M3 wires:
(1.5 px per um)
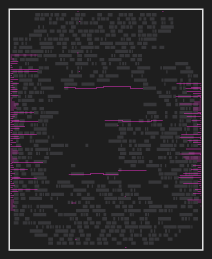
Sizing map:
(2 px per um)
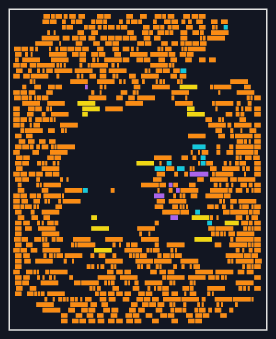
===== src/rtl/mem_arb_pkg.sv =====
// mem_arb shared types: FSM state encoding, requester id, requester count.
// Imported by mem_arb and mem_arb_rr.
package mem_arb_pkg;

  localparam int NUM_REQ = 2;

  typedef logic [0:0] req_id_t;

  typedef enum logic [1:0] {
    ST_IDLE  = 2'd0,
    ST_ISSUE = 2'd1,
    ST_WAIT  = 2'd2,
    ST_RESP  = 2'd3
  } state_e;

endpackage


===== src/rtl/mem_arb_rr.sv =====
// mem_arb_rr: combinational two-way round-robin picker.
// On a tie the requester not granted last time wins.
module mem_arb_rr
  import mem_arb_pkg::*;
(
  input  logic [NUM_REQ-1:0] req,
  input  req_id_t            last_grant,
  output logic               grant_valid,
  output req_id_t            grant_id
);

  // Pick the sole requester, or alternate on a tie.
  always_comb begin
    grant_valid = |req;
    grant_id    = req_id_t'(req[1]);
    if (req == 2'b11) begin
      grant_id = ~last_grant;
    end
  end

endmodule


===== src/rtl/mem_arb.sv =====
// mem_arb: serialises fetch (0) and load/store (1) onto one memory port.
// Optional macro MEM_ARB_PERF_EN adds grant/conflict counters.
module mem_arb
  import mem_arb_pkg::*;
#(
  parameter int MEM_LATENCY = 1,
  parameter int ADDR_W      = 32
) (
  input  logic                          clk,
  input  logic                          reset,
  input  logic [NUM_REQ-1:0]            req_i,
  input  logic [NUM_REQ-1:0][ADDR_W-1:0] addr_i,
  input  logic [NUM_REQ-1:0]            we_i,
  input  logic [NUM_REQ-1:0][3:0]       be_i,
  input  logic [NUM_REQ-1:0][31:0]      wdata_i,
  output logic [NUM_REQ-1:0]            ack_o,
  output logic [31:0]                   rdata_o,
  output logic                          mem_en,
  output logic                          mem_we,
  output logic [ADDR_W-1:0]             mem_addr,
  output logic [3:0]                    mem_be,
  output logic [31:0]                   mem_wdata,
`ifdef MEM_ARB_PERF_EN
  output logic [31:0]                   perf_grant0_o,
  output logic [31:0]                   perf_grant1_o,
  output logic [31:0]                   perf_conflict_o,
`endif
  input  logic [31:0]                   mem_rdata
);

  state_e            state_q, state_d;
  req_id_t           last_q, last_d;
  req_id_t           id_q, id_d;
  logic [ADDR_W-1:0] addr_q, addr_d;
  logic              we_q, we_d;
  logic [3:0]        be_q, be_d;
  logic [31:0]       wdata_q, wdata_d;
  logic [1:0]        cnt_q, cnt_d;
  logic [31:0]       rdata_q, rdata_d;

  logic              gnt_valid;
  req_id_t           gnt_id;
  logic              issue;
  logic              resp;

  mem_arb_rr u_rr (
    .req         (req_i),
    .last_grant  (last_q),
    .grant_valid (gnt_valid),
    .grant_id    (gnt_id)
  );

  // Transaction sequencing: grant, issue, wait out latency, respond.
  always_comb begin
    state_d = state_q;
    last_d  = last_q;
    id_d    = id_q;
    addr_d  = addr_q;
    we_d    = we_q;
    be_d    = be_q;
    wdata_d = wdata_q;
    cnt_d   = cnt_q;
    rdata_d = rdata_q;
    unique case (state_q)
      ST_IDLE: begin
        if (gnt_valid) begin
          state_d = ST_ISSUE;
          id_d    = gnt_id;
          last_d  = gnt_id;
          addr_d  = addr_i[gnt_id];
          we_d    = we_i[gnt_id];
          be_d    = be_i[gnt_id];
          wdata_d = wdata_i[gnt_id];
        end
      end
      ST_ISSUE: begin
        state_d = ST_WAIT;
        cnt_d   = 2'(MEM_LATENCY - 1);
      end
      ST_WAIT: begin
        if (cnt_q == 2'd0) begin
          state_d = ST_RESP;
          rdata_d = we_q ? 32'd0 : mem_rdata;
        end else begin
          cnt_d = cnt_q - 2'd1;
        end
      end
      ST_RESP: begin
        state_d = ST_IDLE;
      end
      default: begin
        state_d = ST_IDLE;
      end
    endcase
  end

  // State and latch registers.
  always_ff @(posedge clk or posedge reset) begin
    if (reset) begin
      state_q <= ST_IDLE;
      last_q  <= req_id_t'(1'b1);
      id_q    <= '0;
      addr_q  <= '0;
      we_q    <= 1'b0;
      be_q    <= '0;
      wdata_q <= '0;
      cnt_q   <= '0;
      rdata_q <= '0;
    end else begin
      state_q <= state_d;
      last_q  <= last_d;
      id_q    <= id_d;
      addr_q  <= addr_d;
      we_q    <= we_d;
      be_q    <= be_d;
      wdata_q <= wdata_d;
      cnt_q   <= cnt_d;
      rdata_q <= rdata_d;
    end
  end

  // Memory port is quiet outside ISSUE; ack follows the latched id.
  always_comb begin
    issue     = (state_q == ST_ISSUE);
    resp      = (state_q == ST_RESP);
    mem_en    = issue;
    mem_we    = issue & we_q;
    mem_addr  = issue ? addr_q : '0;
    mem_be    = issue ? be_q : '0;
    mem_wdata = issue ? wdata_q : '0;
    ack_o[0]  = resp & ~id_q[0];
    ack_o[1]  = resp & id_q[0];
    rdata_o   = rdata_q;
  end

`ifdef MEM_ARB_PERF_EN
  logic [31:0] g0_q, g0_d;
  logic [31:0] g1_q, g1_d;
  logic [31:0] cf_q, cf_d;
  logic        grant_now;
  logic [1:0]  served;
  logic [1:0]  waiting;

  // Count grants, and edges on which some request is left waiting.
  always_comb begin
    grant_now = (state_q == ST_IDLE) & gnt_valid;
    served    = 2'b00;
    if (grant_now) begin
      served = gnt_id[0] ? 2'b10 : 2'b01;
    end else if (state_q != ST_IDLE) begin
      served = id_q[0] ? 2'b10 : 2'b01;
    end
    waiting = req_i & ~served;
    g0_d    = g0_q + {31'd0, grant_now & ~gnt_id[0]};
    g1_d    = g1_q + {31'd0, grant_now & gnt_id[0]};
    cf_d    = cf_q + {31'd0, |waiting};
  end

  // Performance counter registers.
  always_ff @(posedge clk or posedge reset) begin
    if (reset) begin
      g0_q <= '0;
      g1_q <= '0;
      cf_q <= '0;
    end else begin
      g0_q <= g0_d;
      g1_q <= g1_d;
      cf_q <= cf_d;
    end
  end

  assign perf_grant0_o   = g0_q;
  assign perf_grant1_o   = g1_q;
  assign perf_conflict_o = cf_q;
`endif

endmodule


===== config.mk =====
export PLATFORM = sky130hd
export DESIGN_NAME = mem_arb
export DESIGN_NICKNAME = d
export VERILOG_FILES = /design/src/rtl/mem_arb_pkg.sv /design/src/rtl/mem_arb_rr.sv /design/src/rtl/mem_arb.sv
export SDC_FILE = /design/constraint.sdc
export NUM_CORES = 1
export LEC_CHECK = 0
export CAP_MARGIN = 20
export CELL_PAD_IN_SITES_DETAIL_PLACEMENT = 0
export CELL_PAD_IN_SITES_GLOBAL_PLACEMENT = 1
export CORE_ASPECT_RATIO = 1.25
export CORE_UTILIZATION = 27
export DETAILED_ROUTE_END_ITERATION = 10
export HOLD_SLACK_MARGIN = 0.08
export PLACE_DENSITY = 0.84
export SYNTH_ARGS = -nofsm -noshare
export SYNTH_HDL_FRONTEND = slang
export SYNTH_HIERARCHICAL = 1
export SYNTH_SLANG_ARGS = --single-unit

===== constraint.sdc =====
create_clock -name clk -period 10.15 [get_ports clk]
set_input_delay 2.03 -clock clk [delete_from_list [all_inputs] [get_ports clk]]
set_output_delay 2.03 -clock clk [all_outputs]
set_load 0.05 [all_outputs]

==> results.py <==
# Flow results
metrics = {
    "outcome": {
        "status": "complete, no violations",
    },
    "grt": {
        "grt_max_degree": 81,
        "grt_pass1_vias": 4615,
        "antenna_found_initial": 0,
        "grt_use_total_pct": 15.3,
        "grt_pass1_wl_um": 24400,
        "grt_overflow": 0,
    },
    "sta": {
        "fin_tns_setup_ps": 0,
        "finalClockSkew_ps": 8.57,
        "tightest_slew_ps": 929,
        "setup_ws_ps": 5300,
        "timing.hold.ws_ps": 480,
        "fin_crit_ps": 4850,
        "rsz0062_at_grt": "no",
        "hold_viol": 0,
        "setup_viol": 0,
        "fmax_mhz": 206,
        "post-route-period-util_pct": 47.8,
        "finalMaxSlewViolations": 0,
        "slew_headroom_pct": 38.1,
    },
    "worst_setup_path": {
        "crit_path_start_kind": "flop",
        "crit_chain": "inv_1, ha_2, buf_4, and2_1, clkdlybuf4s50_1",
        "crit_arrival_ps": 2820,
        "slowest_stage": "clkdlybuf4s50_1",
        "rr_worst_depth": 5,
        "worstSetupPathDepth": 5,
        "reg2reg_to": "wdata_q[16]$_DFFE_PP0P_",
        "critPathKind": "flop to output pin",
        "cp_slowest_stage_delay_ps": 800,
        "reg2reg_slack_ps": 7880,
        "cp-endpoint": "mem_wdata[14]",
        "crit_required_ps": 8120,
        "crit_start": "state_q[1]$_DFFE_PP0P_",
        "path_buffers": 3,
        "worst-path-max-fanout": 45,
        "crit_family": "buffers and inverters",
        "r2r_start": "state_q[0]$_DFFE_PP0P_",
        "cp-end-kind": "output pin",
    },
    "synth": {
        "synthCells": 552,
        "yosys.area.top_type_share_pct": 49.5,
        "netlist.top_cell.by_area": "dfrtp_1",
        "synth-async-reset-ratio_pct": 100,
        "ys_chip_area_um2": 5360,
        "edf_count": 0,
        "ys_seq_share_pct": 50.0,
        "ys_warn_count": 6,
        "synthDistinctLibCells": 25,
        "yosys-top-cells-count": "nand2_1, dfrtp_1, o21ai_1",
        "synthTopCellsByArea": "dfrtp_1, mux2i_1, and2_1",
        "avgSynthCellArea_um2": 9.71,
        "synth-main-ff-cell": "dfrtp_1",
        "yosysMostFrequentCell": "nand2_1",
        "ys_cells": 552,
        "syn_area_um2": 5360,
        "ys_ff": 107,
        "synth_nets": 733,
    },
    "drt": {
        "dr.pass1.iters": 5,
        "drt_iter0_markers": 159,
        "wl_per_cell_um": 14.1,
        "ant_nets": 0,
        "drcViolationCount": 0,
        "vias": 4522,
        "drt-total-wl_um": 15200,
        "viasPerCell": 4.20,
    },
    "floorplan": {
        "die_x_um": 128,
        "tapCellCount": 265,
        "fp.dieH_um": 160,
        "fp_util_pct": 27.5,
        "rows": 57,
        "pin_count": 278,
        "dieArea_um2": 20400,
        "coreArea_um2": 19500,
    },
    "hold_path": {
        "hold_end": "rdata_o[30]$_DFFE_PP0P_",
        "hold_start": "rdata_o[30]$_DFFE_PP0P_",
        "hp-class": "flop to flop",
        "hold_depth": 2,
    },
    "finish": {
        "diodes": 1,
        "inverters": 6,
        "seq_area_share_pct": 31.2,
        "nMultiInputCombCells": 399,
        "layout-drive-gt1-share_pct": 3.70,
        "regArea_um2": 2680,
        "fin_nets": 987,
        "flops": 107,
        "comb_share_pct": 28.5,
        "buffers": 283,
        "buffer_area_share_pct": 32.9,
        "num-clock-buffers": 9,
        "clock_area_share_pct": 3.20,
        "area_dominant_class": "buffers",
        "fillers": 1933,
        "combGateArea_um2": 2450,
        "area_growth_pct": 60.2,
    },
    "clock_network": {
        "post_cts.repair.setup_buffers": 0,
        "cts_resized": 0,
        "htreeDepth": 3,
        "cts_tree": "yes",
        "hold_buffers": 0,
        "cts-root-buf": "clkbuf_16",
        "numCtsBuffers": 9,
        "clk_pin_slew_ps": 80,
        "clock_sinks": 107,
        "clk_path_buf_depth": 2,
        "clkLatencyLatePin_ps": 350,
    },
    "power": {
        "ir_worst_vdd_v": 0.000130,
        "leakage_nw": 3.71,
        "powerDensity_nw_per_um2": 289,
    },
    "place": {
        "port_buffers": 277,
        "dpl_worst_slack_ps": 5610,
        "dp_hpwl_um": 11200,
        "place_congestion": 0.725,
    },
    "job": {
        "maxCapViolCount": 0,
        "warnings": 31,
    },
}
About 'M3 wires':
The layer carries 855 um of wire. The longest straight run is 20.5 um. 142 nets have wire on it. The layer holds 5.6% of the routed length.

About 'sizing map':
Key: x3 and x4 = cyan [cells 11, share 1.4%]; x6 and larger = yellow [cells 13, share 1.6%]; x2 = purple [cells 6, share 0.74%]; x1 and smaller = orange [cells 780, share 96%]

## tightest hold or removal path, cell delays in order (launching register included)
cell     delay (ps)
dfrtp_1         340
nand2_1          50
o21ai_0          60
## placed cells by master, fill, tap and decap left out, types with 2 or more instances in the layout
cell type / count
o21ai_0: 15
and2_1: 71
nor2b_1: 2
mux2i_1: 69
nand2_1: 106
ha_1: 6
clkdlybuf4s50_1: 277
dfrtp_1: 106
nand2b_1: 32
inv_1: 5
buf_4: 5
inv_6: 2
o21ai_1: 87
clkbuf_16: 9
## power breakdown
group	internal (mW)	switching, mW
Clock	0.169	0.165
Sequential	0.624	0.119
Combinational	0.515	0.888
## kinds of logic (layout without fill, tap and decap cells)
logic type	Yosys count	after routing	synth area share (%)
adders and majority gates	7	7	1.63
muxes	71	71	13.4
DFF	107	107	50.0
other	0	1	0
AOI/OAI and AO/OA	105	105	10.0
and+or+nand+nor	216	216	20.2
buffers and inverters	46	304	4.81
## stage by stage
| step | std cells | instance area (um2) | util [%] | total power, mW |
|---|---|---|---|---|
| floorplan | 552 | 5360 | - | 1.71 |
| global placement | 1059 | 8290 | 42.6 | 2.15 |
| detailed placement | 1059 | 8290 | 42.6 | 2.17 |
| CTS | 1074 | 8570 | 44.0 | 2.51 |
| global route | 1075 | 8590 | 44.1 | 2.66 |
| finish | 1076 | 8590 | 44.1 | 2.48 |
## flip-flops by register name, indices dropped and copies added, names as in the netlist
name     cells
last_q       1
be_q         4
rdata_o     32
id_q         1
state_q      2
cnt_q        2
addr_q      32
wdata_q     32
we_q         1
## layer usage
layer  up-vias  share of wire [%]  track usage (%)
met2       151                 49             26.2
li1       2319                  -                -
met4         0                1.6             4.97
met1      2038                 44             19.0
met3        14                5.6             3.39
met5         -                  0                0
Power and IR drop assume default switching activity.
